run_1/class_map.png
Fill, decap, tap and diode cells in gray.
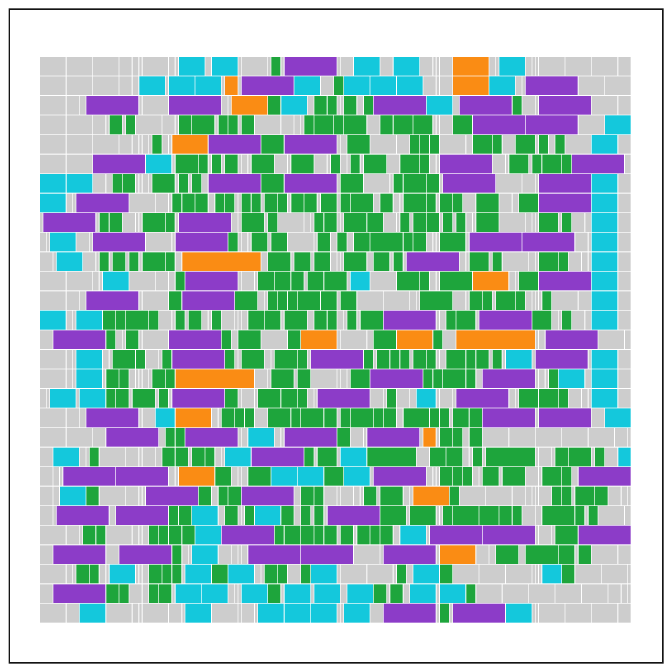
run_1/route_heat.png
Bar = 20 um. 18 x 18 tiles, from dark blue (low) to red (high), scaled to the fullest tile. Values are wire area over tile area, all layers added.
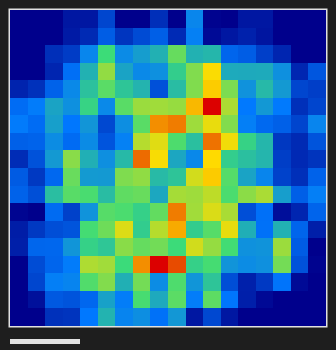
run_1/m1.png
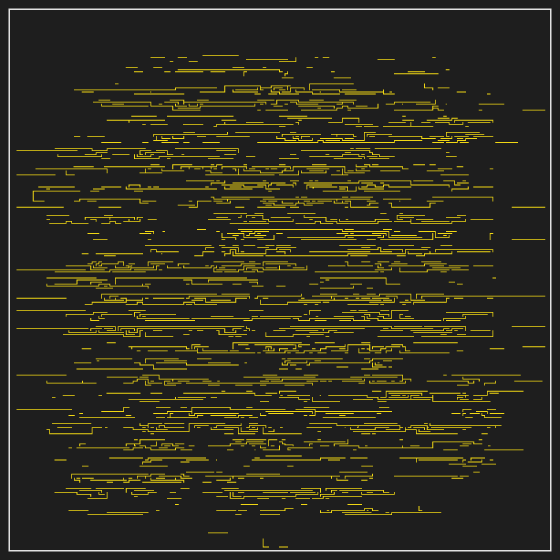
[src/rtl/llc_fetch.sv]
// Low-level command fetcher: reads a type byte and, unless it is the end-of-list
// marker, a count byte from byte-wide command RAM. Optional LLC_ZERO_CNT_CLAMP_EN.
module llc_fetch #(
  parameter int          ADDR_W      = 16,
  parameter int          MEM_LATENCY = 1,
  parameter logic [7:0]  EOL_TYPE    = 8'hFF
) (
  input  logic              clk,
  input  logic              reset,
  input  logic              start,
  input  logic [ADDR_W-1:0] base_addr,
  output logic [ADDR_W-1:0] mem_addr,
  output logic              mem_rd,
  input  logic [7:0]        mem_data,
  output logic [7:0]        llct,
  output logic [7:0]        llcc,
  output logic              eol,
  output logic              busy,
  output logic              done,
`ifdef LLC_ZERO_CNT_CLAMP_EN
  output logic              clamped,
`endif
  output logic [ADDR_W-1:0] next_addr
);

  localparam logic [2:0] S_IDLE   = 3'd0;
  localparam logic [2:0] S_RD_T   = 3'd1;
  localparam logic [2:0] S_WAIT_T = 3'd2;
  localparam logic [2:0] S_RD_C   = 3'd3;
  localparam logic [2:0] S_WAIT_C = 3'd4;
  localparam logic [2:0] S_DONE   = 3'd5;

  localparam logic [2:0]        LAT  = 3'(MEM_LATENCY);
  localparam logic [ADDR_W-1:0] ONE  = ADDR_W'(1);
  localparam logic [ADDR_W-1:0] TWO  = ADDR_W'(2);

  logic [2:0]        state_q, state_d;
  logic [2:0]        cnt_q, cnt_d;
  logic [ADDR_W-1:0] base_q, base_d;
  logic [ADDR_W-1:0] mem_addr_q, mem_addr_d;
  logic              mem_rd_q, mem_rd_d;
  logic [7:0]        llct_q, llct_d;
  logic [7:0]        llcc_q, llcc_d;
  logic              eol_q, eol_d;
  logic              busy_q, busy_d;
  logic              done_q, done_d;
  logic [ADDR_W-1:0] next_addr_q, next_addr_d;
  logic              clamped_q, clamped_d;

  always_comb begin
    state_d     = state_q;
    cnt_d       = cnt_q;
    base_d      = base_q;
    mem_addr_d  = mem_addr_q;
    mem_rd_d    = 1'b0;
    llct_d      = llct_q;
    llcc_d      = llcc_q;
    eol_d       = eol_q;
    busy_d      = busy_q;
    done_d      = 1'b0;
    next_addr_d = next_addr_q;
    clamped_d   = clamped_q;

    case (state_q)
      S_IDLE: begin
        if (start) begin
          base_d     = base_addr;
          mem_addr_d = base_addr;
          mem_rd_d   = 1'b1;
          busy_d     = 1'b1;
          clamped_d  = 1'b0;
          state_d    = S_RD_T;
        end
      end
      S_RD_T: begin
        cnt_d   = LAT;
        state_d = S_WAIT_T;
      end
      S_WAIT_T: begin
        cnt_d = cnt_q - 3'd1;
        if (cnt_q == 3'd1) begin
          llct_d = mem_data;
          if (mem_data == EOL_TYPE) begin
            // End of list: no count byte is fetched.
            llcc_d      = 8'h00;
            eol_d       = 1'b1;
            next_addr_d = base_q + ONE;
            done_d      = 1'b1;
            busy_d      = 1'b0;
            state_d     = S_DONE;
          end else begin
            mem_addr_d = base_q + ONE;
            mem_rd_d   = 1'b1;
            state_d    = S_RD_C;
          end
        end
      end
      S_RD_C: begin
        cnt_d   = LAT;
        state_d = S_WAIT_C;
      end
      S_WAIT_C: begin
        cnt_d = cnt_q - 3'd1;
        if (cnt_q == 3'd1) begin
          llcc_d = mem_data;
`ifdef LLC_ZERO_CNT_CLAMP_EN
          // A zero count would make the downstream timer expire immediately.
          if (mem_data == 8'h00) begin
            llcc_d    = 8'h01;
            clamped_d = 1'b1;
          end
`endif
          eol_d       = 1'b0;
          next_addr_d = base_q + TWO;
          done_d      = 1'b1;
          busy_d      = 1'b0;
          state_d     = S_DONE;
        end
      end
      S_DONE: begin
        state_d = S_IDLE;
      end
      default: begin
        state_d = S_IDLE;
        busy_d  = 1'b0;
      end
    endcase
  end

  always_ff @(posedge clk) begin
    if (reset) begin
      state_q     <= S_IDLE;
      cnt_q       <= 3'd0;
      base_q      <= '0;
      mem_addr_q  <= '0;
      mem_rd_q    <= 1'b0;
      llct_q      <= 8'h00;
      llcc_q      <= 8'h00;
      eol_q       <= 1'b0;
      busy_q      <= 1'b0;
      done_q      <= 1'b0;
      next_addr_q <= '0;
      clamped_q   <= 1'b0;
    end else begin
      state_q     <= state_d;
      cnt_q       <= cnt_d;
      base_q      <= base_d;
      mem_addr_q  <= mem_addr_d;
      mem_rd_q    <= mem_rd_d;
      llct_q      <= llct_d;
      llcc_q      <= llcc_d;
      eol_q       <= eol_d;
      busy_q      <= busy_d;
      done_q      <= done_d;
      next_addr_q <= next_addr_d;
      clamped_q   <= clamped_d;
    end
  end

  assign mem_addr  = mem_addr_q;
  assign mem_rd    = mem_rd_q;
  assign llct      = llct_q;
  assign llcc      = llcc_q;
  assign eol       = eol_q;
  assign busy      = busy_q;
  assign done      = done_q;
  assign next_addr = next_addr_q;
`ifdef LLC_ZERO_CNT_CLAMP_EN
  assign clamped   = clamped_q;
`else
  logic unused_clamped;
  assign unused_clamped = clamped_q;
`endif

endmodule

[config.mk]
export PLATFORM = sky130hd
export DESIGN_NAME = llc_fetch
export DESIGN_NICKNAME = d
export VERILOG_FILES = /design/src/rtl/llc_fetch.sv
export SDC_FILE = /design/constraint.sdc
export NUM_CORES = 1
export LEC_CHECK = 0
export ABC_CLOCK_PERIOD_IN_PS = 4510
export CAP_MARGIN = 15
export CORE_MARGIN = 4
export CORE_UTILIZATION = 51
export CTS_BUF_LIST = sky130_fd_sc_hd__clkbuf_8
export DETAILED_ROUTE_END_ITERATION = 12
export PLACE_DENSITY = 0.81
export SETUP_SLACK_MARGIN = 0.3
export SYNTH_ARGS = -nofsm -noshare
export SYNTH_HDL_FRONTEND = slang
export SYNTH_SLANG_ARGS = --single-unit
[constraint.sdc]
create_clock -name clk -period 4.51 [get_ports clk]
set_input_delay 0.902 -clock clk [delete_from_list [all_inputs] [get_ports clk]]
set_output_delay 0.902 -clock clk [all_outputs]
set_load 0.01 [all_outputs]
==> job_summary.md, run 1 <==
## PnR job results

| Metric | Value |
|---|---|
| Setup ws final | between 1 and 1.5 ns |
| CTS sink count | 74 |
| Clk root buf | clkbuf_8 |
| Gate Area | ~1800 um2 |
| RSZ-0062 raised after global routing | false |
| FP Util | 0.538 |
| Top cells by area | dfxtp_1 42%, nand2_1 9.8%, a21oi_1 7.7% |
| Fin crit share | 0.677 |
| I/O pins | ~80 |
| Reg2Reg Depth | 5 |
| Dpl cells | between 500 and 600 |
| Storage element area | 1480 um2 |
| Outcome | complete, no violations |
| Place WS | roughly 1.3 ns |
| Max-cap viol count | 0 |
| Share of layout cells above drive strength 1 | 0.0556 |
| Post-DP Area | around 4200 um2 |
| Post-synth seq share | 0.424 |
| Synth warn | 0 |
| Yosys top cell by area | dfxtp_1 |
| Setup Buffers After CTS | 0 |
| Vias per cell | 5.65 |
| Post-route DRC violation count | 0 |
| CP endpoint kind | flip-flop |
| Mapped cell area | approximately 3500 um2 |
| Leak Pwr | 1.48 nW |
| Peak VDD IR | ~0.19 mV |
| WL/cell | between 15 and 20 um |
| Comb area leader | simple AND/OR/NAND/NOR gates |
| Fmax | between 300 and 400 MHz |
| Routability cong. | a little over 0.9 |
| Post-Synth Simple-Gate Area | 0.238 |
| Most frequent cells in the layout | 91 x nand2_1, 77 x clkdlybuf4s50_1, 74 x dfxtp_1 |
| Worst endpoint required time | 4.79 ns |
| Most frequent logic cell in the layout | nand2_1 |
| Min Tclk post-route | 3.05 ns |
| Worst Setup Start Kind | flip-flop |
| Worst hold slack | 0.455 ns |
| Global-route wire length before repair | 15000 um |
| Fraction of synthesized area in multiplexers | 0.00573 |
| Yosys aoi share | 0.185 |
| Clk slew on worst S/H paths | about 0.080 ns |
| Tool warnings | 27 |
| Critical path class | flip-flop to flip-flop |
| CTS tree | yes |
| Num CTS Buffers | 9 |
| Chip area | a little over 8000 um2 |
| Min-Delay Path Class | flip-flop to flip-flop |
| N_diodes | 0 |
## Picture notes: class_map.png
clock drivers and dummy loads: marked orange, cells 16, share of their area 5.7%. remaining logic cells: marked green, cells 332, share of their area 42%. sequential cells: marked purple, cells 74, share of their area 34%. remaining buffers and delay cells: marked cyan, cells 82, share of their area 18%.

## Picture notes: route_heat.png
The fullest tile reaches 0.55. 13% of the tiles are nearly empty. The mean over all tiles is 0.17.

## Picture notes: m1.png
The longest straight run is 22.5 um. The layer holds 47% of the routed length. 501 nets have wire on it.

-- run 1: worst paths after layout --
check / from / endpoint / slack, ns
max: state_q[1]$_SDFFE_PP0P_ / next_addr[2]$_SDFFE_PP0P_ / 1.46
min: llcc[6]$_SDFFE_PP0P_ / llcc[6]$_SDFFE_PP0P_ / 0.45
max reg2reg: state_q[1]$_SDFFE_PP0P_ / next_addr[2]$_SDFFE_PP0P_ / 1.46
min reg2reg: llcc[6]$_SDFFE_PP0P_ / llcc[6]$_SDFFE_PP0P_ / 0.45
-- run 1: layer usage --
layer,wire length (um),vias up,GRT usage
li1,-,1632,-
met1,4200,1525,0.295
met2,4160,113,0.355
met3,453,15,0.0492
met4,153,0,0.0729
met5,0,-,0
-- run 1: worst max-delay path, cell delays in order (launching register included) --
cell,delay (ns)
dfxtp_1,0.76
nor3b_4,0.60
and2_1,0.43
a22o_1,0.82
o211ai_1,0.19
a21oi_1,0.18
-- run 1: sequential cells by signal (all words and copies together), names as in the netlist, 3 cells and up --
signal,count
cnt_q,3
mem_addr,16
llcc,8
next_addr,16
state_q,3
base_q,16
llct,8
-- run 1: report_power, final --
part           internal [W]  switching, W
clock              0.000396      0.000242
combinational      0.000116      0.000131
sequential         0.000689     0.0000433
total               0.00120      0.000416
-- run 1: cell type report --
cell class	instances	area share
clock buffer	11	0.0338
clock inverter	5	0.0223
tap	77	0.0215
sequential	74	0.331
inverter	7	0.00586
timing repair buffer	82	0.180
multi-input combinational	325	0.406
run_1/clock_nets.png
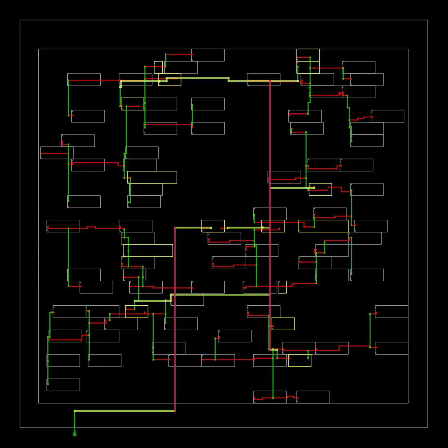

==> run 2: changes to the inputs <==
--- a/config.mk
+++ b/config.mk
@@ -5,13 +5,13 @@
 export SDC_FILE = /design/constraint.sdc
 export NUM_CORES = 1
 export LEC_CHECK = 0
-export ABC_CLOCK_PERIOD_IN_PS = 4510
+export ABC_CLOCK_PERIOD_IN_PS = 2600
 export CAP_MARGIN = 15
 export CORE_MARGIN = 4
-export CORE_UTILIZATION = 51
+export CORE_UTILIZATION = 47
 export CTS_BUF_LIST = sky130_fd_sc_hd__clkbuf_8
 export DETAILED_ROUTE_END_ITERATION = 12
-export PLACE_DENSITY = 0.81
+export PLACE_DENSITY = 0.78
 export SETUP_SLACK_MARGIN = 0.3
 export SYNTH_ARGS = -nofsm -noshare
 export SYNTH_HDL_FRONTEND = slang
==> constraint.sdc (replaced) <==
create_clock -name clk -period 2.6 [get_ports clk]
set_input_delay 0.52 -clock clk [delete_from_list [all_inputs] [get_ports clk]]
set_output_delay 0.52 -clock clk [all_outputs]
set_load 0.01 [all_outputs]
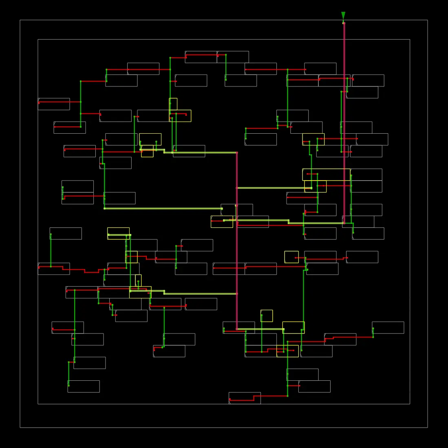
run_2/clock_nets.png
clk pwr: 0.000877 W
Clock Buffer Count: 9

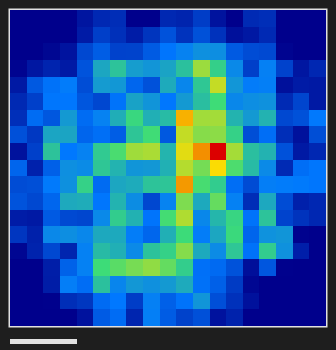
run_2/route_heat.png
Bar = 20 um. 19 x 19 tiles, from dark blue (low) to red (high), scaled to the fullest tile. Values are wire area over tile area, all layers added.
9.1% of the tiles are over half the peak. The densest ninth of the die: center. The mean over all tiles is 0.16. The fullest tile reaches 0.70. 16% of the tiles are nearly empty.
Vias: 3292
WL/cell: 14.7 um
final wirelength: 9050 um
GRT Resource Usage Total: 0.216

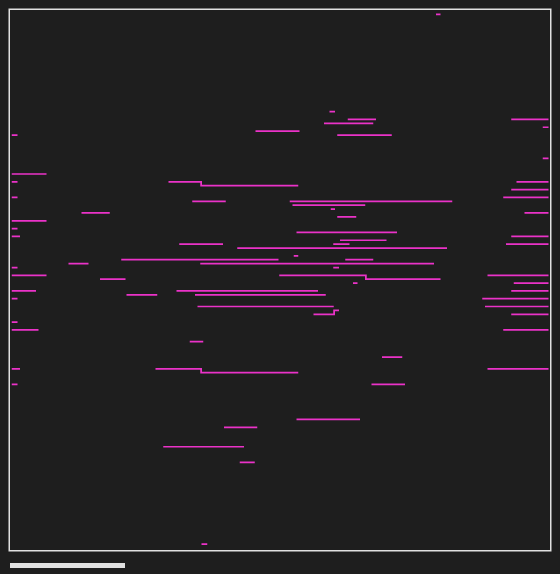
run_2/m3.png
Bar = 20 um.
The longest straight run is 40.5 um. 58 nets have wire on it. The layer holds 6.4% of the routed length. The layer carries 583 um of wire.

==> run 2 against run 1 <==
Register-to-register slack lost 0.95 ns. Setup slack lost 0.95 ns. First-iteration DRC count shrank 7.2%. Sequential share of layout area shrank 0.55 points. Clock-buffer cell count shrank 2. Sequential cell count is the same. Critical path depth grew 2. Cell count grew 5.9%. Largest power group unchanged. Final area grew 1.7%.
==> job_summary.md, run 2 <==
## PnR job results

| Metric | Value |
|---|---|
| Outcome | complete, no violations |
| Met3 Use GR | 0.0401 (-0.00910) |
| I/O pins | 79 (unchanged) |
| Fmax | 477 MHz (+46%) |
| Sw Pwr | 0.000740 W (+78%) |
| Max-cap viol count | 0 (unchanged) |
| Dpl cells | 598 (+5.8%) |
| Combinational Power | 0.000453 W (+83%) |
| Chip area | 8880 um2 (+7.8%) |
| Vias per cell | 5.35 (-5.3%) |
| Most frequent logic cell in the layout | nand2_1 |
| Yosys aoi share | 0.185 (unchanged) |
| Leak Pwr | 1.51 nW (+1.8%) |
| Clock power share | 0.338 (-0.057) |
| CTS tree | yes |
| Storage element area | 1480 um2 (unchanged) |
| Min-Delay Path Class | flip-flop to flip-flop |
| Tool warnings | 27 (unchanged) |
| RSZ-0062 raised after global routing | false |
| Worst hold slack | 0.455 ns (+0.0000810 ns) |
| Logic gate share of total power | 0.175 (+0.022) |
| Global routing's busiest layer | met2 |
| Top Metal Used | met4 |
| Clk slew on worst S/H paths | 0.08 ns (about the same) |
run 2: netlist changes by cell type in the layout (fill, tap and decap cells not counted):
cell / before / now
buf_4: 4 / 15
clkinvlp_4: 0 / 3
bufinv_16: 3 / 1
clkbuf_8: 11 / 9
buf_12: 0 / 1
clkinv_2: 2 / 1
inv_1: 7 / 8
inv_6: 0 / 1
o21ai_1: 1 / 0
o21ai_2: 0 / 1
run 2: worst paths after layout:
kind	startpoint	endpoint	slack (ns)	cells past startpoint
worst max-delay path	state_q[2]$_SDFFE_PP0P_	next_addr[13]$_SDFFE_PP0P_	0.50	7
worst max register to register	state_q[2]$_SDFFE_PP0P_	next_addr[13]$_SDFFE_PP0P_	0.50	7
worst min-delay path	llcc[0]$_SDFFE_PP0P_	llcc[0]$_SDFFE_PP0P_	0.45	2
worst min register to register	llcc[0]$_SDFFE_PP0P_	llcc[0]$_SDFFE_PP0P_	0.45	2
run 2: worst max-delay path: stages, from the launching register on:
cell	delay, ns
dfxtp_1	0.41
buf_4	0.24
nor3b_4	0.24
buf_4	0.25
o2111ai_1	0.24
nor3_1	0.26
xnor2_1	0.15
a211oi_1	0.23
run 2: final cells by class:
type / count / share of cell area
Clock inverter: 7 / 0.0154
Tap cell: 99 / 0.0272
Sequential cell: 74 / 0.325
Timing Repair Buffer: 94 / 0.199
Clock buffer: 9 / 0.0272
Inverter: 7 / 0.00577
Multi-Input combinational cell: 325 / 0.400
run 2: through the flow:
stage	setup slack (ns)	utilization
3_3_place_gp	0.327	0.600
4_1_cts	0.447	0.627
3_5_place_dp	0.266	0.600
6_report	0.504	0.628
2_1_floorplan	0.817	-
5_1_grt	0.335	0.628
run 2: what timing repair did:
action / 4_1_cts / 5_1_grt
gates resized: 0 / 1
setup endpoints to repair: 0 / 6
buffers inserted: 0 / 1
run_2/class_map.png
Fill, decap, tap and diode cells in gray.
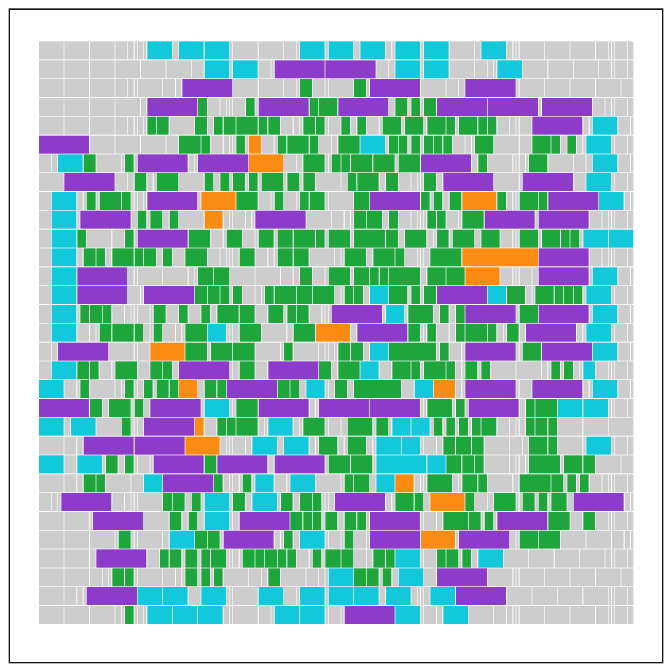

==> run 3: changes to the inputs <==
--- a/config.mk
+++ b/config.mk
@@ -5,13 +5,13 @@
 export SDC_FILE = /design/constraint.sdc
 export NUM_CORES = 1
 export LEC_CHECK = 0
-export ABC_CLOCK_PERIOD_IN_PS = 2600
+export ABC_CLOCK_PERIOD_IN_PS = 2000
 export CAP_MARGIN = 15
 export CORE_MARGIN = 4
-export CORE_UTILIZATION = 47
+export CORE_UTILIZATION = 51
 export CTS_BUF_LIST = sky130_fd_sc_hd__clkbuf_8
 export DETAILED_ROUTE_END_ITERATION = 12
-export PLACE_DENSITY = 0.78
+export PLACE_DENSITY = 0.81
 export SETUP_SLACK_MARGIN = 0.3
 export SYNTH_ARGS = -nofsm -noshare
 export SYNTH_HDL_FRONTEND = slang
==> constraint.sdc (replaced) <==
create_clock -name clk -period 2 [get_ports clk]
set_input_delay 0.4 -clock clk [delete_from_list [all_inputs] [get_ports clk]]
set_output_delay 0.4 -clock clk [all_outputs]
set_load 0.01 [all_outputs]
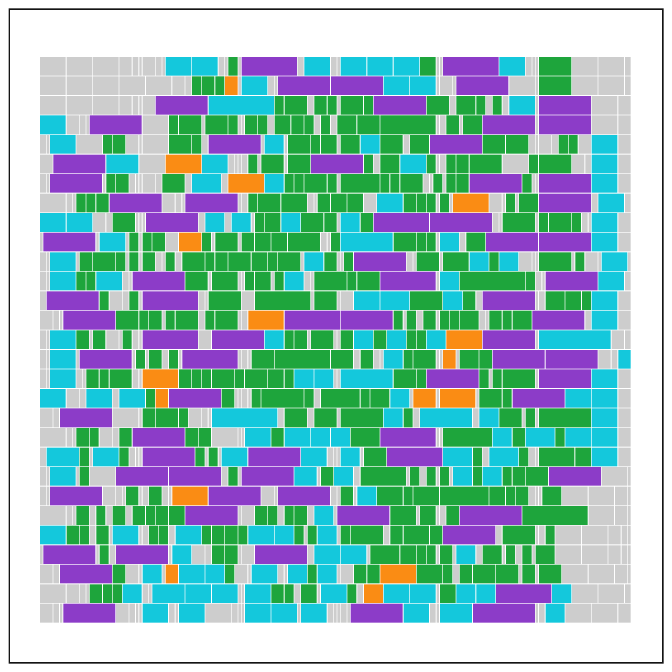
run_3/class_map.png
Fill, decap, tap and diode cells in gray.
remaining buffers and delay cells: marked cyan, cells 135, share of their area 26%. sequential cells: marked purple, cells 74, share of their area 30%. clock drivers and dummy loads: marked orange, cells 16, share of their area 3.3%. remaining logic cells: marked green, cells 332, share of their area 41%.

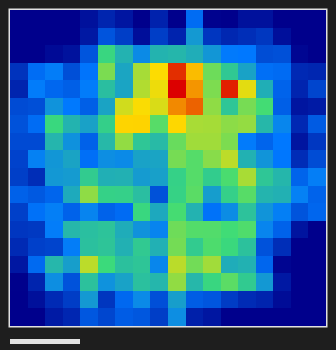
run_3/route_heat.png
Bar = 20 um. 18 x 18 tiles, from dark blue (low) to red (high), scaled to the fullest tile. Values are wire area over tile area, all layers added.
The mean over all tiles is 0.22. The fullest tile reaches 0.75. 18% of the tiles are over half the peak. 13% of the tiles are nearly empty.
WL/cell: 17.4 um
final wirelength: 11000 um
GRT Resource Usage Total: 0.237
Vias: 3701

==> run 3 against run 2 <==
Clock-buffer cell count unchanged. Sequential power is 29% higher. Critical path depth decreased by 1. Synthesized area is the same. Wire length up 22%. Non-clock buffer count grew 41. First-iteration DRC count rose by 55%. Cell count is 3.1% higher. Power grew 34%. Combinational power is 78% higher. Largest cell class unchanged.
==> job_summary.md, run 3 <==
## PnR job results

| Metric | Value |
|---|---|
| Chip area | 8240 um2 (-7.2%) |
| Vias per cell | 5.84 (+9.1%) |
| Outcome | complete, no violations |
| Setup ws final | 0.311 ns (-0.193 ns) |
| Global routing's busiest layer | met2 |
| Worst setup path endpoint | next_addr[15]$_SDFFE_PP0P_ |
| Place WS | -0.125 ns (-0.392 ns) |
| Leak Pwr | 1.88 nW (+25%) |
| I/O pins | 79 (unchanged) |
| Sw Pwr | 0.00107 W (+45%) |
| Reg2Reg Capture Point | next_addr[15]$_SDFFE_PP0P_ |
| Combinational Power | 0.000806 W (+78%) |
| RSZ-0062 raised after global routing | true |
| Worst hold slack | 0.354 ns (-0.101 ns) |
| WP depth | 6 (-1) |
| CTS tree | yes |
| Tool warnings | 29 (+7.4%) |
| CP Launch Point | base_q[4]$_SDFFE_PP0P_ |
| Dpl cells | 596 (-0.33%) |
| Min-Delay Path Class | input port to flip-flop |
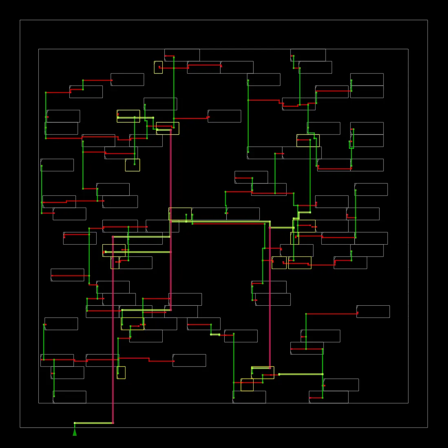
run_3/clock_nets.png
sequential cells: 74
clk pwr: 0.00104 W
CTS sink count: 74
Num CTS Buffers: 9
clock skew: 0.00988 ns

## run 3: cell counts after synthesis
No cell type changed its count.
## run 3: worst min-delay path by stage
stage | startpoint | to | slack [ns] | cells past startpoint
final | mem_data[6] | llct[6]$_SDFFE_PP0P_ | 0.35 | 3
after global routing | mem_data[6] | llct[6]$_SDFFE_PP0P_ | 0.37 | 3
after CTS | mem_addr[8]$_SDFFE_PP0P_ | mem_addr[8]$_SDFFE_PP0P_ | 0.46 | 2
after detailed placement | mem_addr[8]$_SDFFE_PP0P_ | mem_addr[8]$_SDFFE_PP0P_ | 0.45 | 2
after global placement | llcc[2]$_SDFFE_PP0P_ | llcc[2]$_SDFFE_PP0P_ | 0.44 | 2
after floorplan | cnt_q[1]$_SDFFE_PP0P_ | cnt_q[1]$_SDFFE_PP0P_ | 0.46 | 2
## run 3: layout make-up
cell class / count / area, um2 / share of cell area
Clock buffer: 9 / 124 / 0.0239
Clock inverter: 7 / 45.0 / 0.00869
Inverter: 7 / 26.3 / 0.00507
Multi-Input combinational cell: 325 / 2060 / 0.398
Sequential cell: 74 / 1510 / 0.291
Tap cell: 77 / 96.3 / 0.0186
Timing Repair Buffer: 135 / 1320 / 0.255
## run 3: cells by family (layout without fill, tap and decap cells)
family | Yosys count | count (layout) | synth area share
multiplexers | 2 | 2 | 0.00573
flip-flops | 74 | 74 | 0.424
AND-OR/OR-AND | 104 | 104 | 0.185
buffers and inverters | 45 | 158 | 0.0558
adder cells (fa/ha/maj) | 5 | 5 | 0.0172
AND/OR/NAND/NOR | 184 | 184 | 0.238
XOR/XNOR | 30 | 30 | 0.0752
## run 3: repair_timing
item / CTS / global route
pin swaps: 4 / 13
resized: 21 / 55
endpoints found under the setup margin: 34 / 44
setup buffers: 6 / 12
hold buffers: 0 / 0
gates cloned: 1 / 3
No activity file was given, so power comes from the tool's default toggle rates.
